**src/rtl/alu_share_if.sv**
```systemverilog
// Request/response bundle between the two requesters and alu_share_ctrl.
// Requester i owns bit i of each 2-bit vector and nibble i of each 8-bit field.
interface alu_share_if;
   logic [1:0] req_valid;
   logic [1:0] req_ready;
   logic [7:0] req_a;
   logic [7:0] req_b;
   logic [7:0] req_sel;
   logic [1:0] rsp_valid;
   logic [1:0] rsp_ready;
   logic [3:0] rsp_data;
   logic       rsp_carry;
   logic       rsp_err;

   modport master (
      output req_valid, req_a, req_b, req_sel, rsp_ready,
      input  req_ready, rsp_valid, rsp_data, rsp_carry, rsp_err
   );

   modport slave (
      input  req_valid, req_a, req_b, req_sel, rsp_ready,
      output req_ready, rsp_valid, rsp_data, rsp_carry, rsp_err
   );
endinterface

```
**src/rtl/alu_share_ctrl.sv**
```systemverilog
// Round-robin sharing of one 4-bit ALU_Mod between two requesters: one
// operation in flight, operands held for ALU_LAT cycles, result returned by valid/ready.
module alu_share_ctrl #(
   parameter int unsigned ALU_LAT = 1,
   parameter logic [3:0]  DIV_SEL = 4'd3
) (
   input  logic             clk,
   input  logic             rst,
   alu_share_if.slave       bus,
   output logic [3:0]       A,
   output logic [3:0]       B,
   output logic [3:0]       ALU_Sel,
   input  logic [3:0]       ALU_Out,
   input  logic             CarryOut,
   output logic             busy,
   output logic [7:0]       op_count
);

   typedef enum logic [1:0] {IDLE, EXEC, RESP} state_t;

   localparam logic [3:0] CNT_INIT = 4'(ALU_LAT - 1);

   state_t     state, state_nxt;
   logic       last_grant;
   logic       grant;
   logic       accept;
   logic       rsp_take;
   logic       gnt_p0;
   logic [3:0] cnt_p0;
   logic [3:0] opa_p0, opb_p0, opsel_p0;
   logic [3:0] rsp_data_p1;
   logic       rsp_carry_p1;
   logic       rsp_err_p1;
   logic [5:0] cap_res;

   // Divide-by-zero overrides whatever the ALU produces: {err, carry, data}.
   function automatic logic [5:0] capture_result(input logic [3:0] sel,
                                                 input logic [3:0] b,
                                                 input logic [3:0] alu_out,
                                                 input logic       carry);
      if ((sel == DIV_SEL) && (b == 4'd0))
         return {1'b1, 1'b0, 4'd0};
      else
         return {1'b0, carry, alu_out};
   endfunction

   always_comb begin
      grant = 1'b0;
      unique case (bus.req_valid)
         2'b01:   grant = 1'b0;
         2'b10:   grant = 1'b1;
         2'b11:   grant = ~last_grant;
         default: grant = 1'b0;
      endcase
   end

   assign accept   = (state == IDLE) && (bus.req_valid != 2'b00);
   assign rsp_take = (state == RESP) && bus.rsp_ready[gnt_p0];
   assign cap_res  = capture_result(opsel_p0, opb_p0, ALU_Out, CarryOut);

   always_comb begin
      state_nxt     = state;
      bus.req_ready = 2'b00;
      bus.rsp_valid = 2'b00;
      unique case (state)
         IDLE: begin
            if (accept) begin
               bus.req_ready = grant ? 2'b10 : 2'b01;
               state_nxt     = EXEC;
            end
         end
         EXEC: begin
            if (cnt_p0 == 4'd0)
               state_nxt = RESP;
         end
         RESP: begin
            bus.rsp_valid = gnt_p0 ? 2'b10 : 2'b01;
            if (rsp_take)
               state_nxt = IDLE;
         end
         default: state_nxt = IDLE;
      endcase
   end

   // Stage p0: operand latch and settle countdown
   always_ff @(posedge clk) begin
      if (rst) begin
         state      <= IDLE;
         last_grant <= 1'b1;
         gnt_p0     <= 1'b0;
         cnt_p0     <= 4'd0;
         opa_p0     <= 4'd0;
         opb_p0     <= 4'd0;
         opsel_p0   <= 4'd0;
         op_count   <= 8'd0;
      end else begin
         state <= state_nxt;
         if (accept) begin
            gnt_p0   <= grant;
            cnt_p0   <= CNT_INIT;
            opa_p0   <= grant ? bus.req_a[7:4]   : bus.req_a[3:0];
            opb_p0   <= grant ? bus.req_b[7:4]   : bus.req_b[3:0];
            opsel_p0 <= grant ? bus.req_sel[7:4] : bus.req_sel[3:0];
         end else if ((state == EXEC) && (cnt_p0 != 4'd0)) begin
            cnt_p0 <= cnt_p0 - 4'd1;
         end
         if (rsp_take) begin
            last_grant <= gnt_p0;
            op_count   <= op_count + 8'd1;
         end
      end
   end

   // Stage p1: result capture, held through RESP
   always_ff @(posedge clk) begin
      if (rst) begin
         rsp_data_p1  <= 4'd0;
         rsp_carry_p1 <= 1'b0;
         rsp_err_p1   <= 1'b0;
      end else if ((state == EXEC) && (cnt_p0 == 4'd0)) begin
         rsp_err_p1   <= cap_res[5];
         rsp_carry_p1 <= cap_res[4];
         rsp_data_p1  <= cap_res[3:0];
      end
   end

   assign A             = opa_p0;
   assign B             = opb_p0;
   assign ALU_Sel       = opsel_p0;
   assign bus.rsp_data  = rsp_data_p1;
   assign bus.rsp_carry = rsp_carry_p1;
   assign bus.rsp_err   = rsp_err_p1;
   assign busy          = (state != IDLE);

endmodule

```
**src/flat_wrapper.sv**
```systemverilog
// flat-port wrapper written by rule: the top's interface ports become plain ports
module alu_share_ctrl_flat 
#(
   parameter int unsigned ALU_LAT = 1,
   parameter logic [3:0]  DIV_SEL = 4'd3
)
  (clk, rst, A, B, ALU_Sel, ALU_Out, CarryOut, busy, op_count, bus_req_valid, bus_req_a, bus_req_b, bus_req_sel, bus_rsp_ready, bus_req_ready, bus_rsp_valid, bus_rsp_data, bus_rsp_carry, bus_rsp_err);
  alu_share_if bus_i ();
  input  logic clk;
  input  logic rst;
  output logic [3:0] A;
  output logic [3:0] B;
  output logic [3:0] ALU_Sel;
  input  logic [3:0] ALU_Out;
  input  logic CarryOut;
  output logic busy;
  output logic [7:0] op_count;
  input wire logic [$bits(bus_i.req_valid)-1:0] bus_req_valid;
  input wire logic [$bits(bus_i.req_a)-1:0] bus_req_a;
  input wire logic [$bits(bus_i.req_b)-1:0] bus_req_b;
  input wire logic [$bits(bus_i.req_sel)-1:0] bus_req_sel;
  input wire logic [$bits(bus_i.rsp_ready)-1:0] bus_rsp_ready;
  output wire logic [$bits(bus_i.req_ready)-1:0] bus_req_ready;
  output wire logic [$bits(bus_i.rsp_valid)-1:0] bus_rsp_valid;
  output wire logic [$bits(bus_i.rsp_data)-1:0] bus_rsp_data;
  output wire logic [$bits(bus_i.rsp_carry)-1:0] bus_rsp_carry;
  output wire logic [$bits(bus_i.rsp_err)-1:0] bus_rsp_err;
  assign bus_i.req_valid = bus_req_valid;
  assign bus_i.req_a = bus_req_a;
  assign bus_i.req_b = bus_req_b;
  assign bus_i.req_sel = bus_req_sel;
  assign bus_i.rsp_ready = bus_rsp_ready;
  assign bus_req_ready = bus_i.req_ready;
  assign bus_rsp_valid = bus_i.rsp_valid;
  assign bus_rsp_data = bus_i.rsp_data;
  assign bus_rsp_carry = bus_i.rsp_carry;
  assign bus_rsp_err = bus_i.rsp_err;
  alu_share_ctrl #(.ALU_LAT(ALU_LAT), .DIV_SEL(DIV_SEL)) u_core (.clk(clk), .rst(rst), .bus(bus_i), .A(A), .B(B), .ALU_Sel(ALU_Sel), .ALU_Out(ALU_Out), .CarryOut(CarryOut), .busy(busy), .op_count(op_count));
endmodule
```
**config.mk**
```make
export PLATFORM = sky130hd
export DESIGN_NAME = alu_share_ctrl_flat
export DESIGN_NICKNAME = d
export VERILOG_FILES = /design/src/rtl/alu_share_if.sv /design/src/rtl/alu_share_ctrl.sv /design/src/flat_wrapper.sv
export SDC_FILE = /design/constraint.sdc
export NUM_CORES = 1
export LEC_CHECK = 0
export CAP_MARGIN = 20
export CORE_MARGIN = 5
export CORE_UTILIZATION = 42
export CTS_CLUSTER_SIZE = 12
export DETAILED_ROUTE_END_ITERATION = 12
export GPL_ROUTABILITY_DRIVEN = 0
export PLACE_DENSITY = 0.77
export SLEW_MARGIN = 15
export SYNTH_ARGS = -nofsm -noshare
export SYNTH_HDL_FRONTEND = slang
export SYNTH_SLANG_ARGS = --single-unit
```
**constraint.sdc**
```tcl
create_clock -name clk -period 1.9 [get_ports clk]
set_input_delay 0.19 -clock clk [delete_from_list [all_inputs] [get_ports clk]]
set_output_delay 0.19 -clock clk [all_outputs]
set_load 0.05 [all_outputs]
```
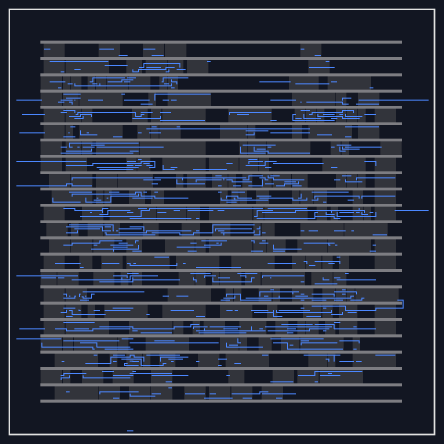
(images/layer_met1.png)
Drawn at 6 px/um. Supply wires on this layer in grey. Cells faint in the background.
main direction = horizontal
nets with wire on the layer = 234
share of all routed wire = 44%
longest straight run = 27.1 um
wire length on this layer = 1620 um

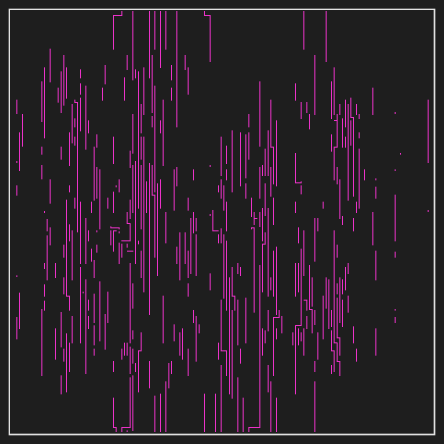
(images/layer_met2.png)
Drawn at 6 px/um.
main direction = vertical
wire length on this layer = 1740 um
nets with wire on the layer = 232

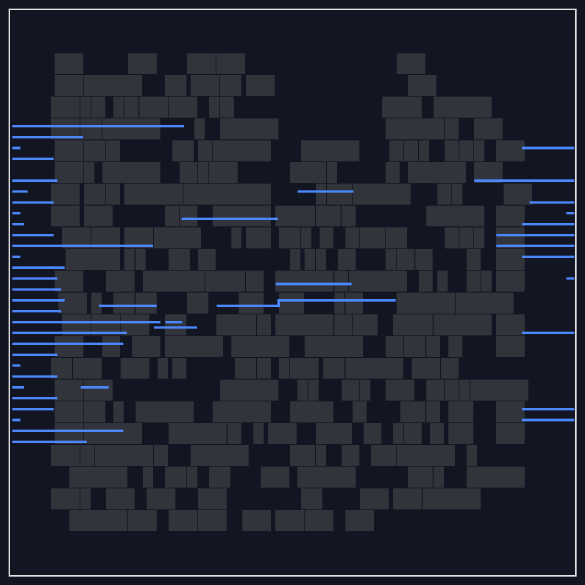
(images/layer_met3.png)
Drawn at 8 px/um. Cells faint in the background.
share of all routed wire = 9.0%
nets with wire on the layer = 47
longest straight run = 21.2 um
wire length on this layer = 335 um
main direction = horizontal

## path summary, 6_finish.rpt
check                                 endpoint  cells after the start
max                           bus_req_ready[1]                      3
min                   u_core.A[3]$_SDFFE_PP0P_                      3
max reg2reg      u_core.cnt_p0[1]$_SDFFE_PP0P_                      4
min reg2reg  u_core.bus.rsp_carry$_SDFFE_PP0P_                      2
## flip-flops by register name, indices dropped and copies added (netlist names)
register	cells
u_core.A	4
u_core.ALU_Sel	4
u_core.bus.rsp_err	1
u_core.bus.rsp_carry	1
u_core.last_grant	1
u_core.gnt_p0	1
u_core.bus.rsp_data	4
u_core.B	4
u_core.op_count	8
u_core.cnt_p0	4
u_core.state	2
## where the power goes
group	leakage [nW]	internal, mW	switching, mW
clock network	0.0579	0.386	0.246
registers	0.277	0.763	0.0399
logic	0.532	0.231	0.329
## stage by stage
stage               hold slack, ns  instance area (sq um)  std cells  util [%]  worst slack, ns
floorplan                    0.321                   1540        171         -            0.194
global placement             0.442                   2260        281      62.6            0.249
detailed placement           0.449                   2260        281      62.6            0.176
CTS                          0.448                   2370        289      65.6           0.0742
global route                 0.463                   2370        289      65.6           0.0395
finish                       0.454                   2370        289      65.6            0.134
## worst max-delay path: cells and delay by family, from the launching register on
family / cells / cell delay, ns
flops: 1 / 0.34
buf+inv: 1 / 0.19
simple gates: 2 / 0.77
## placed cells by master, fill, tap and decap left out, types with 2 or more instances in the layout
cell type        count
nand3_1             10
nand2_1             14
a22oi_1             11
xnor2_1              2
nand4_1              4
xor2_1               7
mux2i_1              2
and2_1               2
clkdlybuf4s50_1     60
o21ai_0              7
dfxtp_1             34
ha_1                 2
buf_12               3
clkinv_2             2
buf_4                5
inv_1               10
a21oi_1             15
nor2b_1              3
clkbuf_8             5
nor2_1              15
nand2b_1             3
==> impl_metrics.json <==
{
  "ys_area_sq_mm": 0.00154,
  "worst_slew_pin_slew_ns": 0.512,
  "drt-met1-wl_um": 1620,
  "grt_max_degree": 24,
  "ff_type": "dfxtp_1",
  "ys_seq_elements": 34,
  "timing.rr.start": "u_core.state[1]$_SDFFE_PP0P_",
  "ys_sh_xor_pct": 5.11,
  "required_ns": 1.71,
  "total_power_mw": 1.99,
  "slew_violations": 0,
  "met1_usage_pct": 17.5,
  "synthMuxAreaShare_pct": 2.27,
  "top_area_cell": "dfxtp_1",
  "common_cells": "dfxtp_1, a21oi_1, nor2_1, nand2_1, a22oi_1",
  "drc": 0,
  "dieHeight_um": 70.6,
  "syn_area_sq_mm": 0.00154,
  "logic_gates": 121,
  "top_logic_kind": "simple AND/OR/NAND/NOR gates",
  "clk_share_pct": 4.60,
  "worstPathCellList": "or2_1 > nor2_2 > buf_12",
  "top_area_share_pct": 44.1,
  "core_sq_mm": 0.00361,
  "n_all_inverters": 10,
  "via_per_inst": 5.07,
  "drt-initial-drc-count": 73,
  "top_layer_used": "met4",
  "critPathCaptureType": "output port",
  "status": "finished, final reports clean",
  "grt_pass1_wl_um": 6160,
  "cts_max_path_buffers": 2,
  "cts_sinks": 34,
  "max_cap_violations": 0,
  "syn_inst": 171,
  "p_leak_nw": 0.868,
  "antenna_left": 0,
  "warning_count": 26,
  "sh_seq_area_pct": 28.8
}
Power figures rest on the tool's default switching activity, not on a simulated workload.
